Fig. 1: cell area per tile
Drawn at 3 px/um. The die is cut into 9 by 9 equal tiles; black is low, pale yellow is high, 0 to 100% covered.
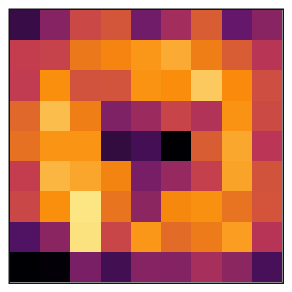
Fig. 2: clock wires, drivers and flops
Drawn at 6 px/um.
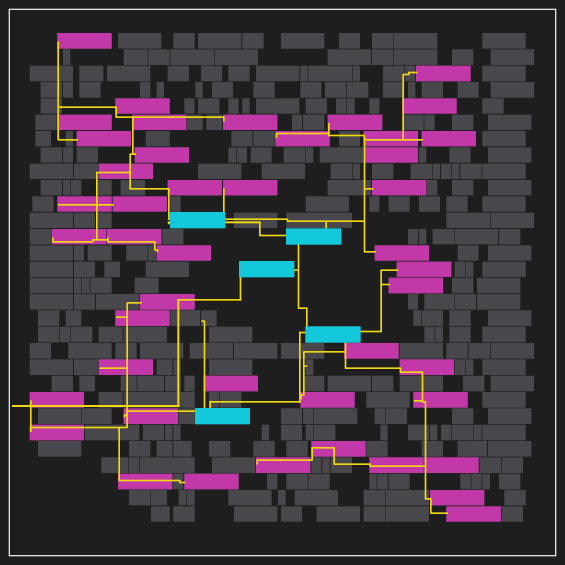
Fig. 3: the clock network
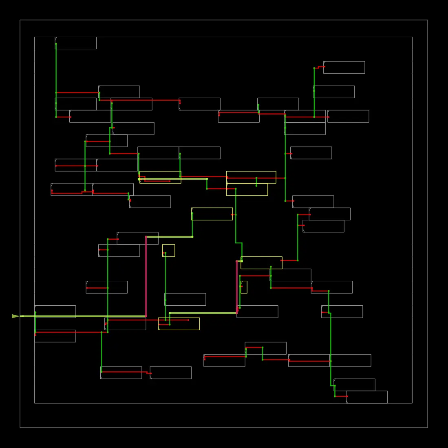
Design mem_bridge, sky130hd; sources not shown.
==> flow_summary_export.csv <==
group,metric,value,unit
timing,slew_violations,0,
route,ant_nets,0,
yosys,numSynthFlops,45,
cts,cts_tree,"yes",
global_routing,grt_max_degree,46,
global_routing,met3_usage,5.000,%
placement,dp_hpwl,5328,um
setup_path,r2r_cells,6,
yosys,edf_count,0,
timing,tightest_slew,0.2405,ns
route,first_pass_iters,4,
cts,clock-sinks,45,
route,via_count,1986,
setup_path,cp.required,1.66,ns
setup_path,path_delay_family,"flip-flops",
floorplan,die_y,90.81,um
setup_path,path_depth,6,
cts,cts_resized,2,
route,wirelength,6629,um
global_routing,grt_pass1_vias,2156,
setup_path,cp_cell_sequence,"inv_2, ha_4, nand2b_4, buf_12, mux2i_1, o21ai_1",
setup_path,cp-start-kind,"register",
finish,clk_share,3.563,%
timing,fin_crit,1.698,ns
route,wl_per_cell,15.20,um
yosys,yosysMostFrequentCell,"dfrtp_1",
finish,seq_share,24.11,%
finish,fillers,493,
outcome,outcome,"finished, final reports clean",
yosys,ys_cells,217,
About Fig. 1:
nearly empty tiles: 3.7%
fullest tile: 95%
tiles over 75% full: 25%
mean over tiles: 55%
emptiest ninth of the die: centre
densest ninth of the die: middle left
CORE AREA: 6869 um2
Final Util: 68.00%
fp_density: 34.55%

About Fig. 2:
legend:
  yellow:
    item: clock wires
    length: 580 um
  magenta:
    item: flip-flops
    count: 45
  cyan:
    item: cells driving clock nets
    count: 5
routed clock nets: 6
flops lie: all over the die

About Fig. 3:
flop count: 45
Latency at later pin: 0.28 ns

